`src/rtl/rv32i_types.sv`:
```
// Shared RV32 type definitions; this slice carries the M-extension execute unit types.
package rv32i_types;

  typedef enum logic [2:0] {
    OP_MUL    = 3'b000,
    OP_MULH   = 3'b001,
    OP_MULHSU = 3'b010,
    OP_MULHU  = 3'b011,
    OP_DIV    = 3'b100,
    OP_DIVU   = 3'b101,
    OP_REM    = 3'b110,
    OP_REMU   = 3'b111
  } muldiv_op_t;

  typedef enum logic [1:0] {
    ST_IDLE,
    ST_MUL,
    ST_DIV,
    ST_DONE
  } muldiv_state_t;

  localparam logic [6:0] m_extension = 7'b0000001;

  // funct3[2] separates the multiply group from the divide group.
  function automatic logic op_is_mul(input logic [2:0] op);
    return ~op[2];
  endfunction

endpackage

```
`src/rtl/restoring_divider.sv`:
```
// Iterative restoring divider datapath: one quotient bit per step on operand
// magnitudes, with sign correction applied to the values produced by each step.
module restoring_divider #(
  parameter int XLEN = 32
) (
  input  logic            clk,
  input  logic            start_i,
  input  logic            step_i,
  input  logic            signed_i,
  input  logic [XLEN-1:0] a_i,
  input  logic [XLEN-1:0] b_i,
  output logic [XLEN-1:0] quo_o,
  output logic [XLEN-1:0] rem_o
);

  logic            a_neg, b_neg;
  logic [XLEN-1:0] rem_q, quo_q, dvs_q;
  logic            negq_q, negr_q;
  logic [XLEN:0]   shifted, diff;
  logic [XLEN-1:0] rem_n, quo_n;

  assign a_neg = signed_i & a_i[XLEN-1];
  assign b_neg = signed_i & b_i[XLEN-1];

  // Pure datapath: contents only matter after a start, so no reset.
  always_ff @(posedge clk) begin
    if (start_i) begin
      rem_q  <= '0;
      quo_q  <= a_neg ? -a_i : a_i;
      dvs_q  <= b_neg ? -b_i : b_i;
      negq_q <= a_neg ^ b_neg;
      negr_q <= a_neg;
    end else if (step_i) begin
      rem_q <= rem_n;
      quo_q <= quo_n;
    end
  end

  // The dividend is shifted out of the quotient register MSB-first while
  // quotient bits shift in at the bottom.
  always_comb begin
    shifted = {rem_q, quo_q[XLEN-1]};
    diff    = shifted - {1'b0, dvs_q};
    rem_n   = diff[XLEN] ? shifted[XLEN-1:0] : diff[XLEN-1:0];
    quo_n   = {quo_q[XLEN-2:0], ~diff[XLEN]};
    quo_o   = negq_q ? -quo_n : quo_n;
    rem_o   = negr_q ? -rem_n : rem_n;
  end

endmodule

```
`src/rtl/exec_muldiv.sv`:
```
// RV32M multi-cycle execute unit: fixed-latency multiplier and iterative divider
// behind a single-request FSM with a valid/ready result port and flush abort.
module exec_muldiv
  import rv32i_types::*;
#(
  parameter int XLEN       = 32,
  parameter int MUL_STAGES = 2
) (
  input  logic            clk,
  input  logic            rst,
  input  logic            req_valid,
  output logic            req_ready,
  input  logic [2:0]      req_op,
  input  logic [XLEN-1:0] req_a,
  input  logic [XLEN-1:0] req_b,
  input  logic [4:0]      req_rd_s,
  input  logic            flush,
  output logic            busy,
  output logic            resp_valid,
  input  logic            resp_ready,
  output logic [XLEN-1:0] resp_result,
  output logic [4:0]      resp_rd_s
);

  localparam int CNT_W = $clog2(XLEN + 1);

  muldiv_state_t   state_q;
  logic [CNT_W-1:0] count_q;
  logic            resp_valid_q;
  logic [XLEN-1:0] resp_result_q;
  logic [4:0]      resp_rd_q;

  logic [1:0]      op_q;
  logic [XLEN-1:0] a_q, b_q;

  logic            accept;
  logic            div_zero, div_ovf, div_special;
  logic [XLEN-1:0] special_res;

  logic [1:0]      mop;
  logic [XLEN-1:0] ma, mb, mul_res;
  logic            a_sx, b_sx;
  logic [2*XLEN-1:0] ma_ext, mb_ext, mprod;

  logic [XLEN-1:0] div_quo, div_rem;

  assign req_ready   = (state_q == ST_IDLE);
  assign busy        = (state_q != ST_IDLE);
  assign resp_valid  = resp_valid_q;
  assign resp_result = resp_result_q;
  assign resp_rd_s   = resp_rd_q;

  assign accept = req_valid & req_ready & ~flush;

  // Multiplier reads the request directly when the product is needed at accept
  // time (single-stage case) and the latched operands otherwise.
  always_comb begin
    mop = (state_q == ST_IDLE) ? req_op[1:0] : op_q;
    ma  = (state_q == ST_IDLE) ? req_a : a_q;
    mb  = (state_q == ST_IDLE) ? req_b : b_q;
    a_sx = (mop != 2'b11);
    b_sx = ~mop[1];
    ma_ext = {{XLEN{a_sx & ma[XLEN-1]}}, ma};
    mb_ext = {{XLEN{b_sx & mb[XLEN-1]}}, mb};
    // Truncating to 2*XLEN is exact: every signedness combination fits.
    mprod   = ma_ext * mb_ext;
    mul_res = (mop == 2'b00) ? mprod[XLEN-1:0] : mprod[2*XLEN-1:XLEN];
  end

  always_comb begin
    div_zero    = (req_b == '0);
    div_ovf     = ~req_op[0] & (req_a == {1'b1, {(XLEN-1){1'b0}}}) & (&req_b);
    div_special = div_zero | div_ovf;
    if (req_op[1]) special_res = div_zero ? req_a : '0;
    else           special_res = div_zero ? '1 : req_a;
  end

  restoring_divider #(
    .XLEN(XLEN)
  ) u_div (
    .clk      (clk),
    .start_i  (accept & ~op_is_mul(req_op) & ~div_special),
    .step_i   (state_q == ST_DIV),
    .signed_i (~req_op[0]),
    .a_i      (req_a),
    .b_i      (req_b),
    .quo_o    (div_quo),
    .rem_o    (div_rem)
  );

  always_ff @(posedge clk) begin
    if (accept) begin
      a_q  <= req_a;
      b_q  <= req_b;
      op_q <= req_op[1:0];
    end
  end

  always_ff @(posedge clk or negedge rst) begin
    if (!rst) begin
      state_q       <= ST_IDLE;
      count_q       <= '0;
      resp_valid_q  <= 1'b0;
      resp_result_q <= '0;
      resp_rd_q     <= '0;
    end else begin
      case (state_q)
        ST_IDLE: begin
          if (accept) begin
            resp_rd_q <= req_rd_s;
            if (op_is_mul(req_op)) begin
              if (MUL_STAGES == 1) begin
                state_q       <= ST_DONE;
                resp_valid_q  <= 1'b1;
                resp_result_q <= mul_res;
              end else begin
                state_q <= ST_MUL;
                count_q <= CNT_W'(MUL_STAGES - 1);
              end
            end else if (div_special) begin
              state_q       <= ST_DONE;
              resp_valid_q  <= 1'b1;
              resp_result_q <= special_res;
            end else begin
              state_q <= ST_DIV;
              count_q <= CNT_W'(XLEN);
            end
          end
        end
        ST_MUL: begin
          count_q <= count_q - CNT_W'(1);
          if (flush) begin
            state_q <= ST_IDLE;
          end else if (count_q == CNT_W'(1)) begin
            state_q       <= ST_DONE;
            resp_valid_q  <= 1'b1;
            resp_result_q <= mul_res;
          end
        end
        ST_DIV: begin
          count_q <= count_q - CNT_W'(1);
          if (flush) begin
            state_q <= ST_IDLE;
          end else if (count_q == CNT_W'(1)) begin
            state_q       <= ST_DONE;
            resp_valid_q  <= 1'b1;
            resp_result_q <= op_q[1] ? div_rem : div_quo;
          end
        end
        ST_DONE: begin
          if (flush || resp_ready) begin
            state_q      <= ST_IDLE;
            resp_valid_q <= 1'b0;
          end
        end
        default: state_q <= ST_IDLE;
      endcase
    end
  end

endmodule

```
`config.mk`:
```
export PLATFORM = sky130hd
export DESIGN_NAME = exec_muldiv
export DESIGN_NICKNAME = d
export VERILOG_FILES = /design/src/rtl/rv32i_types.sv /design/src/rtl/restoring_divider.sv /design/src/rtl/exec_muldiv.sv
export SDC_FILE = /design/constraint.sdc
export NUM_CORES = 2
export LEC_CHECK = 0
export ABC_AREA = 1
export CAP_MARGIN = 20
export CORE_AREA = 2 2 374 228
export DETAILED_ROUTE_END_ITERATION = 8
export DIE_AREA = 0 0 376 230
export PLACE_DENSITY = 0.82
export SYNTH_ARGS = -nofsm -noshare
export SYNTH_HDL_FRONTEND = slang
export SYNTH_SLANG_ARGS = --single-unit
```
`constraint.sdc`:
```
create_clock -name clk -period 12.65 [get_ports clk]
set_clock_uncertainty 0.1 [all_clocks]
set_input_delay 2.53 -clock clk [delete_from_list [all_inputs] [get_ports clk]]
set_output_delay 2.53 -clock clk [all_outputs]
set_load 0.05 [all_outputs]
```
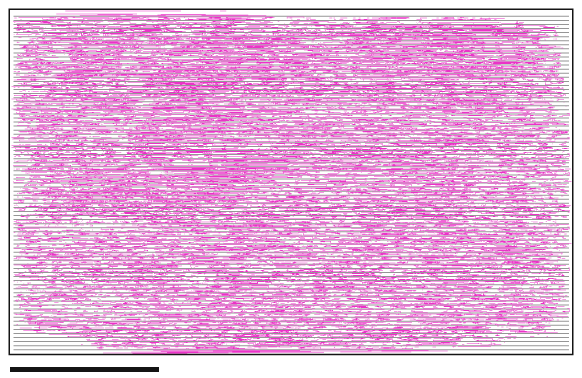
Fig. 1. Met1 routing.
Bar = 100 um. Supply wires on this layer in grey.
- share of all routed wire: 38%
- wire length on this layer: 78.7 mm
- main direction: horizontal
- longest straight run: 120 um

==> results.txt <==
State of the implementation.

- The worst setup path is launched from a primary input.
- For this run, asynchronously set or reset flops after synthesis account for 21.9%.
- The final layout report lists a non-clock inverter count of 1615.
- The standard cell with the maximum stage delay on the critical path is fa_1, for reference.
- Synthesis produced a netlist whose cell count is 6809.
- The most critical setup path has its startpoint at req_op[0].
- According to the timing report, the critical path is captured at resp_result[31].
- The overall global routing resource usage is 49.4%, for reference.
- The cell type taking the most area is multi-input combinational cells, for reference.
- The total cell area reported by yosys after synthesis is 53700 um2, for reference.
- The library cells used most frequently in the layout, excluding fill and tap cells, are inv_1, nand2_1, fa_1, nor2_1, ha_1.
- The relative area change from synthesis to final layout is 7.61%, for reference.
- The initial antenna violation count is 3, for reference.
- The script parses the final routing iteration and logs DRC violations as 0.
- The utilization after layout is 69.7%, for reference.
- Once detailed placement completed, the half-perimeter wirelength came to 173000 um.
- The library cell used as clock root buffer is clkbuf_16, for reference.
- The flip-flop and latch count after synthesis is 210, for reference.
- The pin closest to its max-slew limit shows a slew of 1.39 ns.
- The count of buffers added on input and output ports is 116.
- On met2, the global router reports a usage of 59.3%.
- The clock latency reported for the late side of the worst-skew pair is 0.61 ns, for reference.
- In this run, synthesis inferred 132 flip-flops with an integrated enable.
- The final design area excluding fillers is 57800 um2, for reference.
- Across all layers, the routed design uses 48900 vias.
- The run finished with clean final reports.
- The achievable frequency is 82.0 MHz, for reference.
- The logic share of the area is 71.1%, for reference.
- The kind of cell with the highest combined delay along the critical path is adder cells.
- The floorplan has 82 rows.
- Before placement the cells fill 64.7% of the core.
- Sequential cells were found to cover 10.7% of the synthesized design area.
- The met2 routed wirelength is 73800 um, for reference.
- TritonCTS built the clock tree.
- Of all nets on the critical path, the largest fanout is 14.
- The classification of the worst-slack hold path is reg2reg, for reference.
- Setup repair after global routing left no endpoint under its margin.
- The max-capacitance violation count is 0, for reference.
- The fraction of the mapped netlist area in simple logic gates is 19.2%, for reference.
- For this run, the post-layout net count is 8340.
- The number of placed I/O pins is 117, for reference.
- Per the detail_route report, routed wire per instance is 26.1 um.
- The maximum buffer depth of the clock tree is 3, for reference.
- The number of clock buffers in the layout is 26, for reference.
- The worst flop-to-flop path startpoint is state_q[0], for reference.
- Sorting the synthesis cell report by count puts at the top inv_1.
- The antenna cell count is 12, for reference.
- Looking at the reg2reg group, the worst path ends at resp_result[31].
- OpenROAD emitted warnings numbering 33.
- The OpenROAD report gives the critical path a required time of 13.03 ns.
- On the worst setup and hold paths after CTS, the clock-pin slew comes to 0.07 ns.
- Final hold analysis gives a worst-case slack of 0.390 ns.
- For reference, the post-synthesis area per instance comes to 7.88 um2.
- met3 track demand over resource after global routing is 33.2%.
- Per STA, the highest per-stage delay on the worst path measures 0.81 ns.
- Logged for this run, the post-placement worst setup slack is -0.0102 ns.
- By startpoint and endpoint, the worst setup path is classified as in2reg.
- The synthesized design spends more area on one cell type than any other, namely fa_1.
- Per the detail_route report, vias per standard cell equal 6.11.
- The critical hold path startpoint is resp_result[9], for reference.
- The count of cells along the worst hold path is 2, for reference.
- The final layout contains routed wiring with a total length of 209000 um.
- Per the GRT congestion report, total overflow comes to 0.
- The critical path depth in cells is 38, for reference.
- CTS added clock buffers totalling 21.
- The number of standard cells in the final layout excluding fillers is 7999, for reference.
- The design received a total of 1092 well taps at floorplan.
- The placed instance count is 7944, for reference.
- By area the synthesized netlist is led by fa_1, inv_1, nand2_1.
- The maximum number of pins on one net before global-route repair is 78, for reference.
- In the detailed route, the total length drawn on met3 is 48000 um.
- Per the OpenROAD floorplan log, the height of the die is 230 um.
- In this run the full chip footprint comes out at 86500 um2.
- The most instantiated flip-flop cell in the synthesis netlist is edfxtp_1, for reference.
- The total number of clock tree sinks is 210, for reference.
- Per the synthesis report, the single largest cell type by area occupies 42.0% of cell area.
- The cell count listed in synth_stat.txt is 6809, for reference.
- The met1 track utilization from global routing is 70.2%, for reference.
- The plain and repair buffers instantiated in the layout total 306.
- In the final layout, flip-flops and latches take up 9.96% of the cell area.
- In the post-route analysis, the smallest setup slack over all paths is 0.457 ns.
- The number of cells on the worst reg-to-reg path is 39.
- From the final report, the count of setup violators was given as 0.
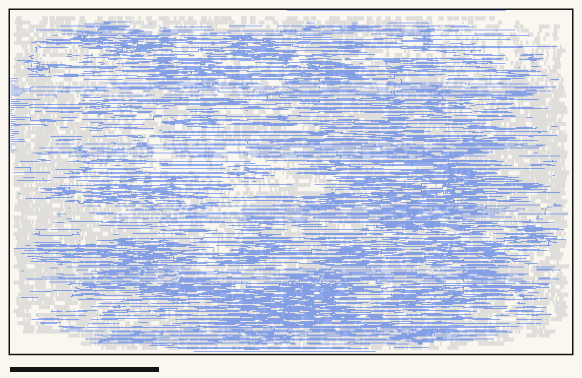
Fig. 2. Signal wires on met3.
Bar = 100 um.
- share of all routed wire: 23%
- nets with wire on the layer: 1166

